===== config.mk =====
export PLATFORM = sky130hd
export DESIGN_NAME = ifns_encoder_8_flat
export DESIGN_NICKNAME = d
export VERILOG_FILES = /design/src/rtl/ifns_pkg.sv /design/src/rtl/ifns_encoder_8_if.sv /design/src/rtl/decoderIFNS_6di_core.sv /design/src/rtl/encoderIFNS_6di_core.sv /design/src/rtl/ifns_encoder_8.sv /design/src/flat_wrapper.sv
export SDC_FILE = /design/constraint.sdc
export NUM_CORES = 1
export LEC_CHECK = 0
export ABC_AREA = 0
export CAP_MARGIN = 20
export CORE_UTILIZATION = 52
export DETAILED_ROUTE_END_ITERATION = 10
export HOLD_SLACK_MARGIN = 0.12
export PLACE_DENSITY_LB_ADDON = 0.3
export SYNTH_ARGS = -nofsm -noshare
export SYNTH_HDL_FRONTEND = slang
export SYNTH_HIERARCHICAL = 1
export SYNTH_SLANG_ARGS = --single-unit
export TNS_END_PERCENT = 100

===== constraint.sdc =====
create_clock -name clock -period 1.89 [get_ports clock]
set_input_delay 0.2835 -clock clock [delete_from_list [all_inputs] [get_ports clock]]
set_output_delay 0.2835 -clock clock [all_outputs]
set_load 0.05 [all_outputs]

===== src/rtl/ifns_pkg.sv =====
// Shared IFNS 6-bit/8-wire constants: the codebook and the forbidden-pattern test.
// The codebook lists the first 64 forbidden-pattern-free 8-bit words in ascending order, so ENC(0) = 8'h00.
package ifns_pkg;

  localparam int IFNS_DATA_W = 6;
  localparam int IFNS_CODE_W = 8;
  localparam int IFNS_WORDS  = 1 << IFNS_DATA_W;

  localparam logic [IFNS_CODE_W-1:0] IFNS_CODEBOOK_8 [0:IFNS_WORDS-1] = '{
    8'h00, 8'h01, 8'h03, 8'h06, 8'h07, 8'h0C, 8'h0E, 8'h0F,
    8'h18, 8'h19, 8'h1C, 8'h1E, 8'h1F, 8'h30, 8'h31, 8'h33,
    8'h38, 8'h39, 8'h3C, 8'h3E, 8'h3F, 8'h60, 8'h61, 8'h63,
    8'h66, 8'h67, 8'h70, 8'h71, 8'h73, 8'h78, 8'h79, 8'h7C,
    8'h7E, 8'h7F, 8'h80, 8'h81, 8'h83, 8'h86, 8'h87, 8'h8C,
    8'h8E, 8'h8F, 8'h98, 8'h99, 8'h9C, 8'h9E, 8'h9F, 8'hC0,
    8'hC1, 8'hC3, 8'hC6, 8'hC7, 8'hCC, 8'hCE, 8'hCF, 8'hE0,
    8'hE1, 8'hE3, 8'hE6, 8'hE7, 8'hF0, 8'hF1, 8'hF3, 8'hF8
  };

  // An interior wire that differs from both neighbours is a 010 or 101 pattern.
  function automatic logic ifns_fpf_ok(input logic [IFNS_CODE_W-1:0] code);
    logic ok;
    ok = 1'b1;
    for (int i = 1; i < IFNS_CODE_W - 1; i++) begin
      if ((code[i] != code[i-1]) && (code[i] != code[i+1])) begin
        ok = 1'b0;
      end
    end
    return ok;
  endfunction

endpackage


===== src/rtl/ifns_encoder_8_if.sv =====
// Input word stream and output codeword stream of the IFNS 8-wire encoder.
// master is the side feeding words and accepting codewords; slave is the encoder.
interface ifns_encoder_8_if;
  import ifns_pkg::*;

  logic [IFNS_DATA_W-1:0] in_data;
  logic                   in_valid;
  logic                   in_ready;
  logic [IFNS_CODE_W-1:0] codeout;
  logic                   out_valid;
  logic                   out_ready;

  modport master (
    output in_data, in_valid, out_ready,
    input  in_ready, codeout, out_valid
  );

  modport slave (
    input  in_data, in_valid, out_ready,
    output in_ready, codeout, out_valid
  );

endinterface


===== src/rtl/decoderIFNS_6di_core.sv =====
// Combinational IFNS decode: reverse codebook lookup of an 8-wire codeword.
// hit is low for words outside the codebook; data is then 0.
module decoderIFNS_6di_core
  import ifns_pkg::*;
(
  input  logic [IFNS_CODE_W-1:0] code,
  output logic [IFNS_DATA_W-1:0] data,
  output logic                   hit
);

  always_comb begin
    data = '0;
    hit  = 1'b0;
    for (int i = 0; i < IFNS_WORDS; i++) begin
      if (code == IFNS_CODEBOOK_8[i]) begin
        data = i[IFNS_DATA_W-1:0];
        hit  = 1'b1;
      end
    end
  end

endmodule


===== src/rtl/encoderIFNS_6di_core.sv =====
// Combinational IFNS encode: 6-bit data word to its 8-wire codeword.
// Pure codebook lookup, no state.
module encoderIFNS_6di_core
  import ifns_pkg::*;
(
  input  logic [IFNS_DATA_W-1:0] data,
  output logic [IFNS_CODE_W-1:0] code
);

  assign code = IFNS_CODEBOOK_8[data];

endmodule


===== src/rtl/ifns_encoder_8.sv =====
// IFNS 8-wire transmitter: S1 input register, S2 codeword register, 2 cycles from accept to codeout.
// A stalled output freezes S2 and S1; codeout only changes on an S2 load, so idle leaves the bus quiet.
module ifns_encoder_8
  import ifns_pkg::*;
#(
  parameter int CNT_W = 16
) (
  input  logic             clock,
  input  logic             rst,
  ifns_encoder_8_if.slave  bus,
  output logic [CNT_W-1:0] tx_count,
  output logic             check_err
);

  logic                   s1_valid_q, s1_valid_d;
  logic [IFNS_DATA_W-1:0] s1_data_q, s1_data_d;
  logic                   s2_valid_q, s2_valid_d;
  logic [IFNS_CODE_W-1:0] code_q, code_d;
  logic [IFNS_DATA_W-1:0] s2_src_q, s2_src_d;
  logic [CNT_W-1:0]       tx_count_q, tx_count_d;
  logic                   check_err_q, check_err_d;

  logic [IFNS_CODE_W-1:0] enc_code;
  logic [IFNS_DATA_W-1:0] dec_data;
  logic                   dec_hit;
  logic                   s1_adv;
  logic                   in_ready_c;
  logic                   in_xfer;
  logic                   out_xfer;

  encoderIFNS_6di_core u_enc (
    .data (s1_data_q),
    .code (enc_code)
  );

  decoderIFNS_6di_core u_dec (
    .code (code_q),
    .data (dec_data),
    .hit  (dec_hit)
  );

  // S1 may move into S2 whenever S2 is empty or is being emptied this cycle.
  assign s1_adv     = s1_valid_q && (!s2_valid_q || bus.out_ready);
  assign in_ready_c = !rst && (!s1_valid_q || s1_adv);
  assign in_xfer    = bus.in_valid && in_ready_c;
  assign out_xfer   = s2_valid_q && bus.out_ready;

  always_comb begin
    s1_valid_d = s1_valid_q;
    s1_data_d  = s1_data_q;
    if (in_xfer) begin
      s1_valid_d = 1'b1;
      s1_data_d  = bus.in_data;
    end else if (s1_adv) begin
      s1_valid_d = 1'b0;
    end

    s2_valid_d = s2_valid_q;
    code_d     = code_q;
    s2_src_d   = s2_src_q;
    if (s1_adv) begin
      s2_valid_d = 1'b1;
      code_d     = enc_code;
      s2_src_d   = s1_data_q;
    end else if (out_xfer) begin
      s2_valid_d = 1'b0;
    end

    tx_count_d  = tx_count_q + {{(CNT_W-1){1'b0}}, out_xfer};
    // A codeword outside the codebook counts as a decode mismatch too.
    check_err_d = check_err_q || (s2_valid_q && (!dec_hit || (dec_data != s2_src_q)));
  end

  always_ff @(posedge clock) begin
    if (rst) begin
      s1_valid_q  <= 1'b0;
      s1_data_q   <= '0;
      s2_valid_q  <= 1'b0;
      code_q      <= '0;
      s2_src_q    <= '0;
      tx_count_q  <= '0;
      check_err_q <= 1'b0;
    end else begin
      s1_valid_q  <= s1_valid_d;
      s1_data_q   <= s1_data_d;
      s2_valid_q  <= s2_valid_d;
      code_q      <= code_d;
      s2_src_q    <= s2_src_d;
      tx_count_q  <= tx_count_d;
      check_err_q <= check_err_d;
    end
  end

  assign bus.in_ready  = in_ready_c;
  assign bus.codeout   = code_q;
  assign bus.out_valid = s2_valid_q;
  assign tx_count      = tx_count_q;
  assign check_err     = check_err_q;

endmodule


===== src/flat_wrapper.sv =====
// flat-port wrapper written by rule: the top's interface ports become plain ports
module ifns_encoder_8_flat import ifns_pkg::*;
#(
  parameter int CNT_W = 16
)
  (clock, rst, tx_count, check_err, bus_in_data, bus_in_valid, bus_out_ready, bus_in_ready, bus_codeout, bus_out_valid);
  ifns_encoder_8_if bus_i ();
  input  logic clock;
  input  logic rst;
  output logic [CNT_W-1:0] tx_count;
  output logic check_err;
  input wire logic [$bits(bus_i.in_data)-1:0] bus_in_data;
  input wire logic [$bits(bus_i.in_valid)-1:0] bus_in_valid;
  input wire logic [$bits(bus_i.out_ready)-1:0] bus_out_ready;
  output wire logic [$bits(bus_i.in_ready)-1:0] bus_in_ready;
  output wire logic [$bits(bus_i.codeout)-1:0] bus_codeout;
  output wire logic [$bits(bus_i.out_valid)-1:0] bus_out_valid;
  assign bus_i.in_data = bus_in_data;
  assign bus_i.in_valid = bus_in_valid;
  assign bus_i.out_ready = bus_out_ready;
  assign bus_in_ready = bus_i.in_ready;
  assign bus_codeout = bus_i.codeout;
  assign bus_out_valid = bus_i.out_valid;
  ifns_encoder_8 #(.CNT_W(CNT_W)) u_core (.clock(clock), .rst(rst), .bus(bus_i), .tx_count(tx_count), .check_err(check_err));
endmodule

Fig. 1: routing congestion map
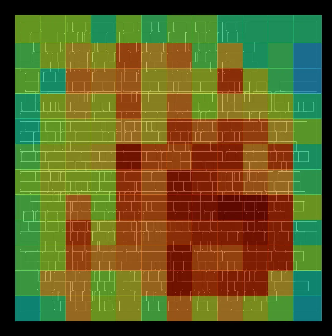
routed len/inst: 17.3 um
global-route track usage on met2: 47.3%
All-Layer GR Usage: 27.9%

Fig. 2: routed clock nets over the placement
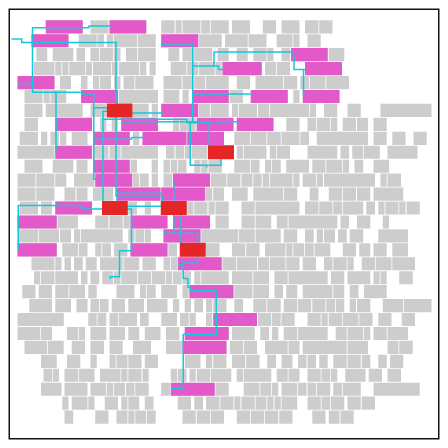
[red] clock-net drivers | count: 5
[magenta] flip-flops | count: 39
[cyan] clock wires | length: 469 um
routed clock nets	6

Fig. 3: floorplan with the power grid
Pins as bars on the die edge. Tap cells in grey.
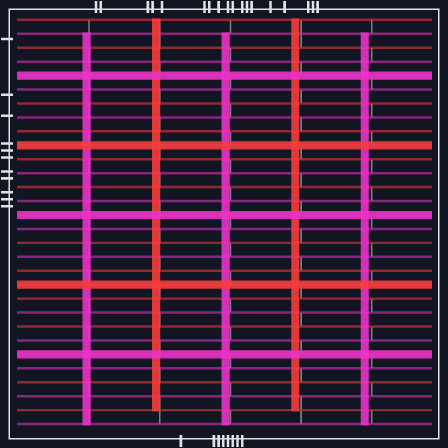
colour	net
red	VDD
magenta	VSS
rows	29
met4 straps	5
signal pins	37
met5 straps	5
highest ir drop seen on vdd: 0.587 mV
vertical die dimension: 83.5 um
area inside the core boundary: 6390 um^2
Die Wd: 83.5 um

==> notes.md <==
Here are the numbers from the latest Yosys + OpenROAD run.

The synthesized netlist occupies a cell area of between 3000 and 4000 um^2. After technology mapping, the gate count stands at ~450. The detail route stage leaves a number of antenna-violating nets equal to 0. Per STA, the worst path accumulates the most delay in the family simple AND/OR/NAND/NOR gates.

The final hold slack came out at between 0.4 and 0.5 ns. The fraction of layout cells with a size suffix above 1 came out at approximately a third. The clock transition at the registers of the reported paths came out at ~0.08 ns. The post-synth count of flops with an enable pin is 0. The clock period minus worst slack came out at ~2.3 ns. For hold timing, the worst endpoint is u_core/s2_src_q[5]. The number of sinks on the clock net is 39. The layout filler cell count came out at about 460. In this run the register-to-register setup slack is -0.42 ns. The H-tree depth came out at 2. By count the netlist is led by 56 x nand2_1, 39 x dfxtp_1, 37 x a21oi_1. The worst setup path is launched from a register. The final timing report lists a hold violation count of 0.

The detailed-route vias per instance came out at between 6 and 7. The final reports fail on setup timing. STA lists the startpoint of the worst hold path as u_core/s2_src_q[5]. The run finished, with violations left. The area share of the largest cell type after synthesis is between 20 and 25%.

The type recorded for the worst min-delay path is reg2reg. During I/O placement, the number of pins put on the boundary was 37. The aggregate global routing overflow is 0.

The placed cell count is slightly below 600. Counting flops with an async set or reset pin after synthesis yields a share of 0%. In this run, the synthesized area fraction spent on adder and majority cells is recorded as 3.62%.

The clock root buffer is clkbuf_8. The pin count of the biggest net entering global routing is roughly 43. The area growth from synthesis to layout came out at 39.8%. The worst-case clock buffer depth is 2.

The worst register-to-register path ends at u_core/check_err. For the final database, setup skew stands at between 0.01 and 0.015 ns. The number of flip-flops and latches in the synthesized netlist came out at 39. The most frequently used library cell after synthesis is nand2_1. For the pin with the worst max-slew slack, the measured transition is approximately 0.56 ns. The global placement routability congestion is approximately 0.97.

The xor-xnor portion of the synthesized cell area came out at under 10%. Setup repair after global routing could not meet its margin everywhere. The area enclosed by the die boundary came out at between 6000 and 7000 um^2. The largest individual stage delay along the critical path comes from the cell dfxtp_4. Per the final report, max-transition violations number 0. Multiplexer cells account for under 10% of the synthesized area. The final clock period utilization by the worst path came out at 122%. The OpenROAD warning count is 36.

The number of clock buffers inserted by TritonCTS came out at 5. The buffer-and-inverter tally for the worst setup path is 3. Wires add up to between 10 and 15 mm. The data arrival time of the worst path is about 2.5 ns. The via count of the first global-routing pass came out at between 3k and 4k. The maximum fanout along the worst path is 11. The clock latency at the later pin of the worst-skew pair came out at 0.29 ns.

The number of cells on the worst reg-to-reg path is 11. Endpoints with negative setup slack in the final report add up to 1. The leakage power is approximately 2.0 nW. The number of antenna violations at the first check in global routing came out at 0.

For reference, the placement row count at floorplan is 29. The number of optimization iterations in the first detailed-route pass came out at 5. The total number of nets in the final design is 570. According to the dpl log, the detail-placed design has an HPWL of between 6 and 7 mm. The post-CTS hold buffer count recorded in the log is 0. The synthesized chip area reported by yosys is around 3500 um^2. The most repeated library cell on the critical path is buf_4. The flip-flop and latch area came out at 818 um^2.

The post-route standard cell area excluding fillers is ~4800 um^2. The footprint of the multi-input gates is 2630 um^2. The total placed instance area is roughly 4300 um^2. For this block, the initial DRC count from the detailed router was around 280. The peak clock frequency supported by timing came out at 0.433 GHz. The commonest register cell is dfxtp_1. The data required time of the critical path came out at approximately 2.1 ns. The final cell utilization of the core came out at ~76%.

The worst setup margin came out at -0.418 ns. The and-or/or-and share of the synthesized area is between 20% and 30%. The count of instantiated cells in the yosys netlist is approximately 450. The post-detailed-route DRC marker count came out at 0. The tally of non-filler cells in the final layout is about 630. The antenna diode count came out at 0. The mean area per synthesized cell is around 7.7 um^2. Listed in order, past its start point the critical path passes buf_6 -> buf_4 -> nor4b_2 -> buf_4 -> o2111ai_1 -> nand3_1 -> nor4_2 -> o211ai_1 -> xor2_1 -> nor2_1 -> a311oi_1. The share of the Yosys chip area taken by registers is about 23%. STA classifies the critical path endpoint as a register. Power spread over the standard cell area amounts to 469 nW/um^2. At floorplan, the net count of the design was reported as roughly 470. The worst-case headroom to the max-slew limit is 62.6%.

The count of synthesis-stage warnings from yosys is 6. Per STA, the highest per-stage delay on the worst path measures slightly below 0.4 ns. The count of buffers from port buffering came out at 36. The launch point of the worst register-to-register path is recorded as u_core/bus.codeout[4]. The depth of the worst hold-timing path came out at 2. The leading area contributor after synthesis is dfxtp_1. The global-route wire length before repair came out at approximately 16 mm. The startpoint-to-endpoint class of the critical path is reg2reg. The count of cell types in the netlist came out at 76.

The floorplan core density came out at about 54%. The total of max-cap violations is 0. In the synthesized netlist, the dominant kind of combinational cell is simple AND/OR/NAND/NOR gates. In this run, the synthesized area fraction spent on and/or/nand/nor cells is recorded as around 33%. The overall via count from detail_route came out at ~3.8k. By area the synthesized netlist is led by dfxtp_1 23%, nand2_1 6.1%, a21oi_1 5.4%. The TritonCTS clock tree is done.
Fig. 4: where the registers sit
Other sequential cells in the stronger grey, the rest of the logic in the fainter grey.
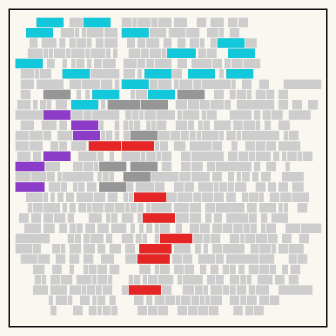
colour	name in the netlist	sequential cells
cyan	u_core/tx_count	16
red	u_core/bus.codeout	8
purple	u_core/s1_data_q	6
not coloured	9

Fig. 5: placed cells, one colour a class
Scale bar: 20 um.
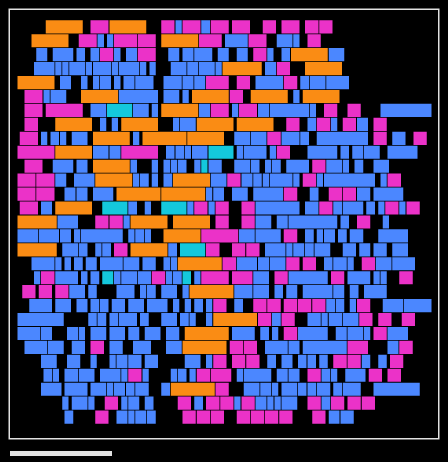
colour	class	cells	share of their area
orange	sequential cells	39	17%
cyan	clock drivers and dummy loads	8	1.8%
blue	remaining logic cells	368	57%
magenta	remaining buffers and delay cells	136	24%

[cell type report]
type,instances,share of cell area [%]
Clock buffer,6,1.50
Sequential cell,39,16.9
Clock inverter,2,0.233
Tap cell,77,1.99
Timing Repair Buffer,136,23.9
Multi-Input combinational cell,355,54.4
Inverter,13,1.01
[worst min-delay path: cells and delay by family (launching register included)]
family / cells / cell delay (ns)
DFF: 1 / 0.33
AOI/OAI and AO/OA: 1 / 0.06
and+or+nand+nor: 1 / 0.06
[stage by stage]
stage	power [mW]	TNS, ns	setup slack [ns]
after floorplan	1.39	-0.200	-0.200
after global placement	1.61	-2.72	-0.326
after detailed placement	1.62	-4.38	-0.313
after CTS	2.20	-0.211	-0.211
after global routing	2.37	-0.496	-0.495
final	2.27	-0.418	-0.418
[how the worst max path moves through the flow]
stage,end,startpoint,depth (start not counted),slack (ns)
after global routing,u_core/check_err,u_core/bus.codeout[4],11,-0.50
after global placement,u_core/check_err,u_core/bus.codeout[2],9,-0.33
final,u_core/check_err,u_core/bus.codeout[4],11,-0.42
after detailed placement,u_core/check_err,u_core/bus.codeout[2],9,-0.31
after floorplan,u_core/check_err,u_core/bus.codeout[4],8,-0.20
after CTS,u_core/check_err,u_core/bus.codeout[2],9,-0.21
[where the power goes]
| part | total (mW) | internal [mW] | switching, mW |
|---|---|---|---|
| Sequential | 0.918 | 0.847 | 0.0707 |
| Clock | 0.550 | 0.259 | 0.291 |
| Combinational | 0.799 | 0.381 | 0.418 |
| Total | 2.27 | 1.49 | 0.780 |
[what timing repair did]
| item | in CTS | in global routing |
|---|---|---|
| endpoints found under the setup margin | 1 | 11 |
| pin swaps | 6 | 24 |
| buffers inserted | 8 | 16 |
| resized | 16 | 45 |
[metal layers]
layer  global-route usage [%]  vias to the layer above  part of all wire, %
li1                         -                     1813                    -
met3                     3.17                       45                  4.8
met1                     34.8                     1793                   41
met2                     47.3                      147                   50
met5                        0                        -                    0
met4                     14.3                        0                  4.1
[flip-flops by register name, indices dropped and copies added (netlist names)]
signal                flops
u_core/tx_count          16
u_core/bus.out_valid      1
u_core/s2_src_q           6
u_core/s1_valid_q         1
u_core/bus.codeout        8
u_core/s1_data_q          6
u_core/check_err          1
[logic make-up (layout without fill, tap and decap cells)]
kind of cell	Yosys count	after routing
XOR/XNOR	24	24
AND/OR/NAND/NOR	199	199
buffers and inverters	52	157
multiplexers	15	15
AND-OR/OR-AND	107	107
flip-flops	39	39
adder cells (fa/ha/maj)	10	10
[placed cells by master (no fill, tap or decap), drive strengths merged, types with 5 or more instances in the layout]
master	Yosys	layout
nor3b	6	6
clkdlybuf4s50	0	20
o311ai	5	5
nand2b	6	6
o21a	5	5
dfxtp	39	39
nor3	13	13
clkbuf	5	6
a21oi	37	37
buf	34	113
and3	5	5
nor2b	15	15
inv	13	14
nand2	58	58
xor2	14	14
nand3	12	12
a211oi	8	8
mux2	11	11
nand4	12	12
xnor2	10	10
nor4	7	7
ha	10	10
nor2	38	38
o21ai	19	19
o211ai	7	7
Power is estimated from default activity; no workload was simulated.
